**src/rtl/cnt_ctrl_pkg.sv**
```systemverilog
// cnt_ctrl_pkg: shared definitions for the counter sequencing controller.
//   - cnt_state_t : controller state encoding (IDLE/RUN/PAUSE/DONE)
//   - CNT_WIDTH   : default counter width
//   - CNT_REP_W   : default period-count width
package cnt_ctrl_pkg;

  localparam int unsigned CNT_WIDTH = 4;
  localparam int unsigned CNT_REP_W = 4;

  typedef enum logic [1:0] {
    IDLE  = 2'd0,
    RUN   = 2'd1,
    PAUSE = 2'd2,
    DONE  = 2'd3
  } cnt_state_t;

endpackage

```
**src/rtl/cnt_core.sv**
```systemverilog
// cnt_core: WIDTH-bit synchronous up counter.
//   clk   : rising-edge clock
//   rst   : synchronous active-high reset (count -> 0)
//   clr   : synchronous clear (count -> 0), dominates en
//   en    : advance count by one; when low the count holds
//   count : current count value
module cnt_core #(
  parameter int unsigned WIDTH = 4
) (
  input  logic             clk,
  input  logic             rst,
  input  logic             clr,
  input  logic             en,
  output logic [WIDTH-1:0] count
);

  always_ff @(posedge clk) begin
    if (rst || clr) begin
      count <= '0;
    end else if (en) begin
      count <= count + 1'b1;
    end
  end

endmodule

```
**src/rtl/counter_seq_ctrl.sv**
```systemverilog
// counter_seq_ctrl: sequencing controller for the up counter. Starts,
// pauses, aborts and terminates a counting run against a latched terminal
// value and a latched number of periods.
//   clk       : rising-edge clock
//   rst       : synchronous active-high reset
//   start     : run request pulse, accepted in IDLE or DONE
//   pause     : level, holds the count while high in RUN/PAUSE
//   abort     : pulse, forces IDLE from any state
//   cfg_limit : terminal value (count runs 0..cfg_limit), latched on start
//   cfg_reps  : periods per run (0 = free-run), latched on start
//   count     : current count value
//   tc        : one-cycle pulse per completed period
//   busy      : high in RUN or PAUSE
//   done      : high in DONE
//   rep_cnt   : completed periods in the current run
module counter_seq_ctrl
  import cnt_ctrl_pkg::*;
#(
  parameter int unsigned WIDTH = CNT_WIDTH,
  parameter int unsigned REP_W = CNT_REP_W
) (
  input  logic             clk,
  input  logic             rst,
  input  logic             start,
  input  logic             pause,
  input  logic             abort,
  input  logic [WIDTH-1:0] cfg_limit,
  input  logic [REP_W-1:0] cfg_reps,
  output logic [WIDTH-1:0] count,
  output logic             tc,
  output logic             busy,
  output logic             done,
  output logic [REP_W-1:0] rep_cnt
);

  cnt_state_t       state_q, state_d;
  logic [WIDTH-1:0] lim_q;
  logic [REP_W-1:0] reps_q;
  logic [REP_W-1:0] rep_q, rep_d, rep_inc;
  logic             tc_q, tc_d;
  logic             busy_q, done_q;
  logic             latch_cfg;
  logic             cnt_en, cnt_clr;

  cnt_core #(
    .WIDTH (WIDTH)
  ) u_core (
    .clk   (clk),
    .rst   (rst),
    .clr   (cnt_clr),
    .en    (cnt_en),
    .count (count)
  );

  assign rep_inc = rep_q + 1'b1;

  // A PAUSE cycle with pause released is itself an advancing cycle, so a
  // pause held for P cycles lengthens the period by exactly P cycles.
  always_comb begin
    state_d   = state_q;
    rep_d     = rep_q;
    tc_d      = 1'b0;
    latch_cfg = 1'b0;
    cnt_en    = 1'b0;
    cnt_clr   = 1'b0;
    if (abort) begin
      state_d = IDLE;
      rep_d   = '0;
      cnt_clr = 1'b1;
    end else begin
      unique case (state_q)
        IDLE, DONE: begin
          if (start) begin
            state_d   = RUN;
            rep_d     = '0;
            cnt_clr   = 1'b1;
            latch_cfg = 1'b1;
          end
        end
        RUN, PAUSE: begin
          if (pause) begin
            state_d = PAUSE;
          end else if (count != lim_q) begin
            state_d = RUN;
            cnt_en  = 1'b1;
          end else begin
            rep_d = rep_inc;
            tc_d  = 1'b1;
            if ((reps_q != '0) && (rep_inc == reps_q)) begin
              state_d = DONE;
            end else begin
              state_d = RUN;
              cnt_clr = 1'b1;
            end
          end
        end
        default: state_d = IDLE;
      endcase
    end
  end

  always_ff @(posedge clk) begin
    if (rst) begin
      state_q <= IDLE;
      lim_q   <= '0;
      reps_q  <= '0;
      rep_q   <= '0;
      tc_q    <= 1'b0;
      busy_q  <= 1'b0;
      done_q  <= 1'b0;
    end else begin
      state_q <= state_d;
      rep_q   <= rep_d;
      tc_q    <= tc_d;
      busy_q  <= (state_d == RUN) || (state_d == PAUSE);
      done_q  <= (state_d == DONE);
      if (latch_cfg) begin
        lim_q  <= cfg_limit;
        reps_q <= cfg_reps;
      end
    end
  end

  assign tc      = tc_q;
  assign busy    = busy_q;
  assign done    = done_q;
  assign rep_cnt = rep_q;

endmodule
```
**config.mk**
```make
export PLATFORM = sky130hd
export DESIGN_NAME = counter_seq_ctrl
export DESIGN_NICKNAME = d
export VERILOG_FILES = /design/src/rtl/cnt_ctrl_pkg.sv /design/src/rtl/cnt_core.sv /design/src/rtl/counter_seq_ctrl.sv
export SDC_FILE = /design/constraint.sdc
export NUM_CORES = 1
export LEC_CHECK = 0
export CAP_MARGIN = 20
export CORE_UTILIZATION = 44
export DETAILED_ROUTE_END_ITERATION = 8
export PLACE_DENSITY = 0.74
export SLEW_MARGIN = 40
export SYNTH_ARGS = -nofsm -noshare
export SYNTH_HDL_FRONTEND = slang
export SYNTH_SLANG_ARGS = --single-unit
```
**constraint.sdc**
```tcl
create_clock -name clk -period 2.2 [get_ports clk]
set_clock_uncertainty 0.2 [all_clocks]
set_input_delay 0.33 -clock clk [delete_from_list [all_inputs] [get_ports clk]]
set_output_delay 0.33 -clock clk [all_outputs]
set_load 0.05 [all_outputs]
```
==> changes_impl.md <==
## Flow update

- Run status: complete, no violations
- Worst hold slack: 278 ps
- Top cells excl fill/tap: 23 x clkdlybuf4s50_1, 18 x nor2_1, 13 x dfxtp_1
- Vias in the first global route: 834
- Crit start category: register
- Setup bufs post-CTS: 0
- Actual slew at the worst max-slew pin: 499 ps
- # fillers: 200
- Crit-path max cell delay: 390 ps
- Leakage Power: 0.525 nW
- DRC errors left: 0
- Post-CTS sizing: 0
- Distinct lib cells used: 32
- Die height: 51.8 µm
- # H-tree levels: 1
- Hold_buf cts: 0
- YS chip area: 1090 µm²
- Met3 Use GR: 5.26%
- Power consumption: 711 µW
- Synth-to-Final Area Change: 32.6%
- Sequential share of the synthesized area: 38.6%
- Root buffer cell: clkbuf_4
- Port Buffers: 23
- Post-route insts no fill: 168
- Synth top cell by count: dfxtp_1
- Critical path class: reg2reg
- Aggregate routed wire length: 2170 µm
- Drt first-iter violations: 11
- Diode count: 0
- Logic area: 673 µm²
- Synth area leaders: dfxtp_1 39%, mux2i_1 11%, nor2_1 6.2%
- Met2 wire length: 1040 µm
- Reg area: 440 µm²
- Setup crit end kind: register
- CTS Sinks: 21
- Die Area: 2680 µm²
- RSZ-0062 raised after global routing: false
- Synth flops: 21
- Final setup vio count: 0
- Worst-skew pair later-pin latency: 300 ps
- Max-slew headroom at the worst pin: 66.6%
- Slew Limit Fails: 0
- Area share, top type: 38.6%
- Max Root-Sink Buffers: 2
- Met3 WL: 62 µm
- Nets@finish: 157
- Critical Path, Cell by Cell: nand3_1 > xor2_2 > mux2_2 > a21boi_1 > nor2_1 > ha_1 > nor2b_1
- Share of cells above drive strength 1: 24.3%
- Max layer used: met4
- CTS tree: built
- Final Hold Vio Count: 0
- Reg clk slew, reported paths: 120 ps
- DP Wirelength: 1670 µm
- Tool Warnings: 26
- Die W: 51.8 µm
- Num CTS Buffers: 3
- Synth warnings: 0
- Tightest Hold Check Type: reg2reg
- Cell count after synthesis: 112
- Pre-antenna DRT Iters: 4
- Cell count listed in synth_stat.txt: 112
- Post-synth design cell area: 1090 µm²
- Sum Neg Setup Slack: 0 ps
- Global-route wire length before repair: 3630 µm
- Initial antenna violation count: 0
- Minimum clock period: 2070 ps
- Peak supply drop: 0.000601 V
- Most frequent cells after synthesis: 21 x dfxtp_1, 18 x nor2_1, 12 x mux2i_1
- Post-synth top area cell: dfxtp_1
- Post-placement cell count: 164
- Syn avg cell area: 9.73 µm²
- DR vias: 875
- Post-route ant nets: 0
- Largest fanout on the critical path: 5
- Drt via density: 5.21
- Maximum clock rate: 0.483 GHz
- Period utilisation layout: 94.2%
- Wire per inst: 12.9 µm
- RD Place Congestion: 0.781
- Synth Flop Type: dfxtp_1
- Max cap viols: 0
- Number of enable flip-flop cells: 0
- Met2 Usage GRT: 29.9%
- Io pins: 24
- PwrDens: 492 nW/µm²
- GRT overflow: 0
- Slowest-stage cell, CP: dfxtp_4
- Met1 Use GR: 23.1%
- Largest net degree at the start of global routing: 14
- Worst path arrival time: 2090 ps
- M1 wire length: 1050 µm
- Asr flop ratio synth: 0%
- Floorplan Nets: 128
- Fp_density: 47.9%
- Req. time, crit path: 2220 ps
- Top cell excl fill/tap: clkdlybuf4s50_1
-- critical path: cells and delay by family, from the launching register on --
kind / cells / cell delay [ps]
simple gates: 3 / 380
fa+ha+maj: 1 / 260
flops: 1 / 390
xor+xnor: 1 / 210
mux: 1 / 350
compound gates: 1 / 190
-- final timing paths --
kind | from | endpoint | slack [ps] | cells past startpoint
worst min-delay path | rep_cnt[2] | rep_cnt[2] | 280 | 1
worst max register to register | rep_cnt[2] | busy | 130 | 7
worst min register to register | rep_cnt[2] | rep_cnt[2] | 280 | 1
worst max-delay path | rep_cnt[2] | busy | 130 | 7
-- where the power goes --
group / total, mW / leakage, nW / internal, mW / switching (mW)
Combinational: 0.125 / 0.331 / 0.0622 / 0.0628
Clock: 0.191 / 0.0183 / 0.0704 / 0.121
Sequential: 0.395 / 0.176 / 0.386 / 0.00893
Total: 0.711 / 0.525 / 0.518 / 0.192
-- cell families after synthesis --
kind of cell	Yosys count	synth area share, %
xor+xnor	13	10.4
simple gates	47	26.3
flops	21	38.6
compound gates	10	7.12
buf+inv	5	2.07
mux	13	12.1
fa+ha+maj	3	3.44
-- through the flow --
stage,setup slack (ps),instance area [µm²]
3_3_place_gp,89.2,1390
3_5_place_dp,63.2,1390
6_report,128,1450
4_1_cts,55.2,1420
5_1_grt,5.25,1450
2_1_floorplan,14.0,1110
-- cell type report --
cell class / count / area share, %
multi-input combinational: 86 / 46.6
inverter: 2 / 0.519
sequential: 21 / 30.5
clock buffer: 3 / 1.56
timing repair buffer: 27 / 18.0
tap: 28 / 2.42
clock inverter: 1 / 0.433
-- flip-flops by register name, summed over array words and instances, names as in the netlist --
| signal | flops |
|---|---|
| lim_q | 4 |
| rep_cnt | 4 |
| reps_q | 4 |
| u_core.count | 4 |
| state_q | 2 |
| busy | 1 |
| done | 1 |
| tc | 1 |
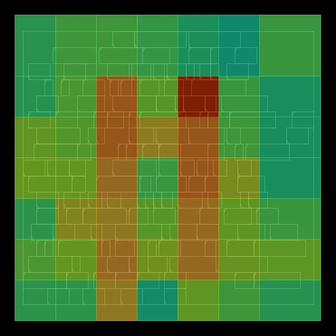
*Track usage over the die*
busiest grt layer: met2
GR Util All Layers: 18.3%
final core occ: 63.5%

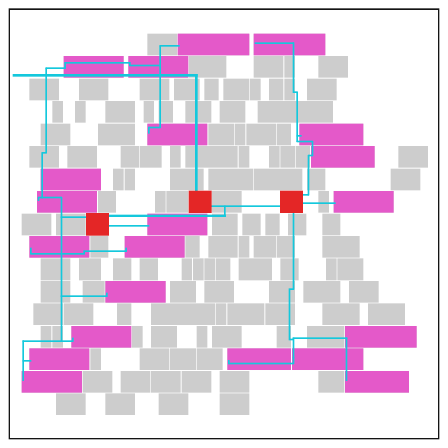
*Clock wires, drivers and flops*
legend:
  flip-flops:
    color: magenta
    count: 21
  clock wires:
    color: cyan
    length: 246 µm
  cells driving clock nets:
    color: red
    count: 3
flops lie: spread over the die
routed clock nets: 4

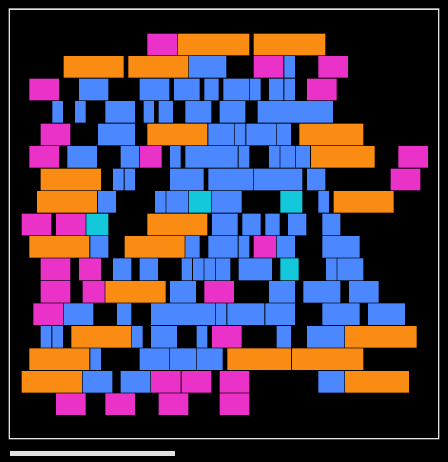
*Cells colored by class*
Scale bar: 20 µm.
legend:
  all other logic:
    color: blue
    cells: 88
  clock drivers and dummy loads:
    color: cyan
    cells: 4
  other buffers and delay cells:
    color: magenta
    cells: 27
  flip-flops:
    color: orange
    cells: 21
Seq area share: 30.5%
Rows: 17
fin area: 1450 µm²
CORE AREA: 2280 µm²

Power figures rest on the tool's default switching activity, not on a simulated workload.
